===== src/rtl/riscv_gpio_pkg.sv =====
// Shared register offsets and defaults for the GPIO peripheral.
package riscv_gpio_pkg;

  localparam logic [4:0] OFS_OUT  = 5'h00;
  localparam logic [4:0] OFS_IN   = 5'h04;
  localparam logic [4:0] OFS_EDGE = 5'h08;
  localparam logic [4:0] OFS_MASK = 5'h0C;
  localparam logic [4:0] OFS_DIV  = 5'h10;

  localparam logic [15:0] DIV_RESET_DEFAULT = 16'd999;

  function automatic logic [31:0] apply_be(input logic [31:0] old_v,
                                           input logic [31:0] new_v,
                                           input logic [3:0]  be);
    logic [31:0] r;
    r = old_v;
    for (int i = 0; i < 4; i++) begin
      if (be[i]) r[8*i +: 8] = new_v[8*i +: 8];
    end
    return r;
  endfunction

  function automatic logic [31:0] be_mask(input logic [3:0] be);
    return {{8{be[3]}}, {8{be[2]}}, {8{be[1]}}, {8{be[0]}}};
  endfunction

endpackage


===== src/rtl/riscv_gpio_io_debounce.sv =====
// One input bit: 2-flop synchroniser, tick-sampled history, debounced level.
module gpio_debounce #(
  parameter int DEB_SAMPLES = 3
) (
  input  logic clk_i,
  input  logic rst_ni,
  input  logic tick_i,
  input  logic sw_i,
  output logic in_o,
  output logic in_next_o
);

  logic [1:0]             sync_q;
  logic [DEB_SAMPLES-1:0] hist_q, hist_d;
  logic                   in_q, in_d;

  always_comb begin
    hist_d = hist_q;
    if (tick_i) hist_d = {hist_q[DEB_SAMPLES-2:0], sync_q[1]};
    // A mixed history holds the previously accepted level.
    in_d = in_q;
    if (&hist_q)       in_d = 1'b1;
    else if (~|hist_q) in_d = 1'b0;
  end

  always_ff @(posedge clk_i or negedge rst_ni) begin
    if (!rst_ni) begin
      sync_q <= '0;
      hist_q <= '0;
      in_q   <= 1'b0;
    end else begin
      sync_q <= {sync_q[0], sw_i};
      hist_q <= hist_d;
      in_q   <= in_d;
    end
  end

  assign in_o      = in_q;
  assign in_next_o = in_d;

endmodule


===== src/rtl/riscv_gpio_io.sv =====
// Memory-mapped GPIO: LED outputs, debounced SW inputs, rising-edge status
// with per-bit interrupt mask and a shared sample-tick divider.
module riscv_gpio_io
  import riscv_gpio_pkg::*;
#(
  parameter int          DATA_W      = 32,
  parameter int          DEB_SAMPLES = 3,
  parameter logic [15:0] DIV_RESET   = DIV_RESET_DEFAULT
) (
  input  logic              clk,
  input  logic              rst,
  input  logic [4:0]        bus_addr,
  input  logic              bus_wr,
  input  logic              bus_rd,
  input  logic [3:0]        bus_be,
  input  logic [31:0]       bus_wdata,
  output logic [31:0]       bus_rdata,
  output logic              bus_rvalid,
  input  logic [DATA_W-1:0] SW,
  output logic [DATA_W-1:0] LED,
  output logic              irq
);

  logic [DATA_W-1:0] out_q, out_d;
  logic [DATA_W-1:0] edge_q, edge_d;
  logic [DATA_W-1:0] mask_q, mask_d;
  logic [DATA_W-1:0] in_q, in_d;
  logic [DATA_W-1:0] w1c;
  logic [15:0]       div_q, div_d, cnt_q, cnt_d;
  logic [31:0]       div_wr;
  logic [31:0]       rdata_q, rd_mux;
  logic              rvalid_q, irq_q;
  logic              tick;
  logic [4:0]        word_addr;
  logic              unused_addr_lsb;

  assign unused_addr_lsb = ^bus_addr[1:0];
  assign word_addr       = {bus_addr[4:2], 2'b00};
  assign tick            = (cnt_q == 16'd0);

  for (genvar i = 0; i < DATA_W; i++) begin : g_deb
    gpio_debounce #(.DEB_SAMPLES(DEB_SAMPLES)) u_deb (
      .clk_i     (clk),
      .rst_ni    (rst),
      .tick_i    (tick),
      .sw_i      (SW[i]),
      .in_o      (in_q[i]),
      .in_next_o (in_d[i])
    );
  end

  always_comb begin
    out_d  = out_q;
    mask_d = mask_q;
    div_d  = div_q;
    w1c    = '0;
    div_wr = apply_be({16'd0, div_q}, bus_wdata, bus_be);
    if (bus_wr) begin
      unique case (word_addr)
        OFS_OUT:  out_d  = DATA_W'(apply_be(32'(out_q), bus_wdata, bus_be));
        OFS_MASK: mask_d = DATA_W'(apply_be(32'(mask_q), bus_wdata, bus_be));
        OFS_EDGE: w1c    = DATA_W'(bus_wdata & be_mask(bus_be));
        OFS_DIV:  div_d  = div_wr[15:0];
        default:  ;
      endcase
    end

    // A DIV write restarts the count; otherwise reload only at terminal count.
    if (bus_wr && word_addr == OFS_DIV) cnt_d = div_d;
    else if (tick)                      cnt_d = div_q;
    else                                cnt_d = cnt_q - 16'd1;

    // New rising edges win over a simultaneous write-1-to-clear.
    edge_d = (edge_q & ~w1c) | (in_d & ~in_q);

    unique case (word_addr)
      OFS_OUT:  rd_mux = 32'(out_q);
      OFS_IN:   rd_mux = 32'(in_q);
      OFS_EDGE: rd_mux = 32'(edge_q);
      OFS_MASK: rd_mux = 32'(mask_q);
      OFS_DIV:  rd_mux = {16'd0, div_q};
      default:  rd_mux = 32'd0;
    endcase
  end

  always_ff @(posedge clk or negedge rst) begin
    if (!rst) begin
      out_q    <= '0;
      edge_q   <= '0;
      mask_q   <= '0;
      div_q    <= DIV_RESET;
      cnt_q    <= DIV_RESET;
      rdata_q  <= '0;
      rvalid_q <= 1'b0;
      irq_q    <= 1'b0;
    end else begin
      out_q    <= out_d;
      edge_q   <= edge_d;
      mask_q   <= mask_d;
      div_q    <= div_d;
      cnt_q    <= cnt_d;
      rvalid_q <= bus_rd;
      if (bus_rd) rdata_q <= rd_mux;
      irq_q    <= |(edge_q & mask_q);
    end
  end

  assign LED        = out_q;
  assign bus_rdata  = rdata_q;
  assign bus_rvalid = rvalid_q;
  assign irq        = irq_q;

endmodule

===== config.mk =====
export PLATFORM = sky130hd
export DESIGN_NAME = riscv_gpio_io
export DESIGN_NICKNAME = d
export VERILOG_FILES = /design/src/rtl/riscv_gpio_pkg.sv /design/src/rtl/riscv_gpio_io_debounce.sv /design/src/rtl/riscv_gpio_io.sv
export SDC_FILE = /design/constraint.sdc
export NUM_CORES = 1
export LEC_CHECK = 0
export ABC_AREA = 1
export CAP_MARGIN = 30
export CORE_MARGIN = 3
export CORE_UTILIZATION = 52
export CTS_CLUSTER_DIAMETER = 200
export DETAILED_ROUTE_END_ITERATION = 10
export GPL_TIMING_DRIVEN = 0
export PLACE_DENSITY = 0.77
export RECOVER_POWER = 100
export SYNTH_ARGS = -nofsm -noshare
export SYNTH_HDL_FRONTEND = slang
export SYNTH_SLANG_ARGS = --single-unit

===== constraint.sdc =====
create_clock -name clk -period 1.38 [get_ports clk]
set_input_delay 0.138 -clock clk [delete_from_list [all_inputs] [get_ports clk]]
set_output_delay 0.138 -clock clk [all_outputs]
set_load 0.005 [all_outputs]

==> images/power_grid.png <==
Drawn at 2 px/um. Pins as bars on the die edge.
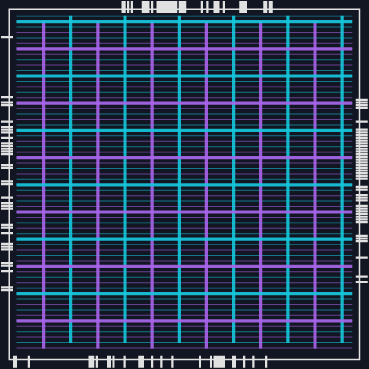
net	colour
VDD	cyan
VSS	purple
met1 rails	62
rows	61
met5 straps	12

==> impl_metrics.toml <==
# generated from flow reports
[pwr]
intPower_mw = 19.73
clkPwrFrac_pct = 35.4
vdd_drop_max_mv = 0.9890
combPwrFrac_pct = 18.3
swShare_pct = 28.74
p_clk_mw = 9.79
cellLeakagePower_nw = 9.418
pg_seq_mw = 12.8
power.share.sequential_pct = 46.3
p_switching_mw = 7.955
p_per_area_mw_per_mm2 = 1392
powerComb_mw = 5.07
top_power_group = "sequential cells"
p_total_mw = 27.68

[setup_path]
worst_setup_path_end_kind = "flop"
cp_cell_sequence = "inv_4 > ha_1 > inv_1 > nor2_1 > nand3_1 > nand2_1 > nand2_2 > nand2_1 > nand2_1 > nand2_1"
path_common_cell = "nand2_1"
path_buffers = 2
crit_required_ns = 1.84
critPathKind = "reg2reg"
critPathMaxFanout = 5
crit_family = "simple AND/OR/NAND/NOR gates"
crit_arrival_ns = 2.15
cp_slowest_stage_delay_ns = 0.39
cpMaxStageDelayCell = "dfstp_2"
start_kind = "flop"

[clock_tree]
cts_tree = "done"
postCtsSetupBuffers = 66
ctsLongestPathBuffers = 3
htreeDepth = 2
cts_root_buffer = "clkbuf_16"
cts_resized = 242
clk_pin_slew_ns = 0.07

[run_status]
status = "finished, violations left"
violations = "negative hold slack, negative setup slack"

[timing]
fin_ws_ns = -0.3096
finalHoldViolCount = 119
timing.hold.ws_ns = -0.4903
rsz0062_at_grt = "yes"
slew_headroom_pct = 23.73
setup_viol = 133
finalClockPeriodUsage_pct = 122.4
slew_violations = 0
period_minus_slack_ns = 1.690
worst_pin_slew_ns = 1.144
fin_tns_setup_ns = -27.39
maxClockFrequency_mhz = 591.8

[die]
die_w_um = 174.4
initCoreUtil_pct = 52.95
rows = 61
die_h_um = 174.4
taps = 378
die-area_mm2 = 0.03043
ios = 143
core_mm2 = 0.02786

[synth]
syn_area_mm2 = 0.01475
ys_seq_share_pct = 60.19
top_cell = "nand2_1"
ys_area_mm2 = 0.01475
edf_count = 0
async_reset_ff_share_pct = 100.0
yosys_warnings = 0
syn_avg_cell_area_um2 = 9.185
synth_nets = 1685
area_leaders = "dfrtp_1 (57%), nand2_1 (10%), o21ai_0 (8.5%)"
ys.flops = 354
flop_cell = "dfrtp_1"
synthCells = 1606
post-synth-top-area-cell = "dfrtp_1"
top_area_share_pct = 57.34
yosys.cell_types.count = 35
top_cells_by_count = "nand2_1 (393), dfrtp_1 (338), o21ai_0 (251)"
ys_cells = 1606

[final_layout]
layout.nets = 1946
areaGrowthSynthToFinish_pct = 34.83
drive_gt1_share_pct = 23.60
antenna_cells = 0
layout_top_cells = "dfrtp_1 (336), nand2_1 (295), o21ai_0 (239), inv_1 (184), nand3_1 (94)"
clock_buffers = 52
sh_seq_area_pct = 44.65
dominant_cells = "sequential cells"
buffers_excl_clock = 281
sh_comb_area_pct = 28.79
buf_share_pct = 14.54
comb_area_mm2 = 0.005727
clk_share_pct = 5.982
layout.cells.non_filler = 2272
fillerInstances = 1946
fin_util_pct = 71.40
seqCellArea_mm2 = 0.008881
inverters_excl_clock = 192
layout_top_cell = "dfrtp_1"
final_cell_area_mm2 = 0.01989
logic_gates = 1002

[detailed_routing]
routedWlPerCell_um = 19.20
ant_nets = 0
first_iter_violations = 1260
dr.pass1.iters = 5
via_per_inst = 5.631
drc = 0
routed_wirelength_um = 43610
dr_total_vias = 12794

[flow_run]
cap_violations = 0
warnings = 38

[placed_design]
port_buffers = 140
place_hpwl_um = 27110
place_inst = 2127
pre_cts_ws_ns = -1.054
gp_congestion = 0.9281
postPlaceCellArea_mm2 = 0.01678

[grt]
grt_max_degree = 125
grt_antenna_before_repair = 1
grt_pass1_vias = 12671
track_usage_pct = 27.43
grt_overflow = 0
grt_pass1_wl_um = 66690

[worst_hold_path]
min_path_type = "in2async"
==> images/clocks.png <==
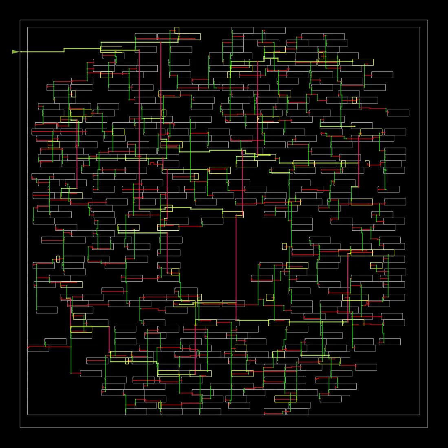
Setup Skew: 0.01651 ns
Num CTS Buffers: 36
number of sequential cells: 354
clk sinks: 354
Worst-Skew Late Latency: 0.52 ns

==> layer usage <==
metal | up-vias | wire length (um) | track usage, %
met5 | - | 13 | 0
met4 | 2 | 1710 | 11.49
met3 | 137 | 3388 | 5.177
met2 | 618 | 20950 | 43.46
met1 | 6267 | 17550 | 37.49
li1 | 5770 | - | -
==> path summary, 6_finish.rpt <==
check	startpoint	end	slack, ns	depth (start not counted)
hold reg to reg	g_deb[25].u_deb.sync_q[0]$_DFF_PN0_	g_deb[25].u_deb.sync_q[1]$_DFF_PN0_	0.35	0
hold / removal	rst	g_deb[6].u_deb.sync_q[0]$_DFF_PN0_	-0.49	1
setup / recovery	cnt_q[0]$_DFF_PN1_	cnt_q[6]$_DFF_PN1_	-0.31	10
min in group clk	bus_be[1]	cnt_q[15]$_DFF_PN0_	0.13	3
max in group asynchronous	rst	g_deb[20].u_deb.sync_q[0]$_DFF_PN0_	0.29	3
setup reg to reg	cnt_q[0]$_DFF_PN1_	cnt_q[6]$_DFF_PN1_	-0.31	10
==> registers in the layout, summed over array words and instances, names as in the netlist, 16 cells and up <==
register            count
mask_q                 32
cnt_q                  16
div_q                  16
LED                    32
g_deb.u_deb.sync_q     64
g_deb.u_deb.in_o       32
edge_q                 32
bus_rdata              32
g_deb.u_deb.hist_q     96
==> cells by family after synthesis <==
| logic type | count (synthesis) | synth area share, % |
|---|---|---|
| buffers and inverters | 250 | 7.591 |
| xor gates and xnor gates | 2 | 0.1188 |
| and+or+nand+nor | 637 | 18.63 |
| adders and majority gates | 2 | 0.1696 |
| AOI/OAI and AO/OA | 361 | 13.30 |
| DFF | 354 | 60.19 |
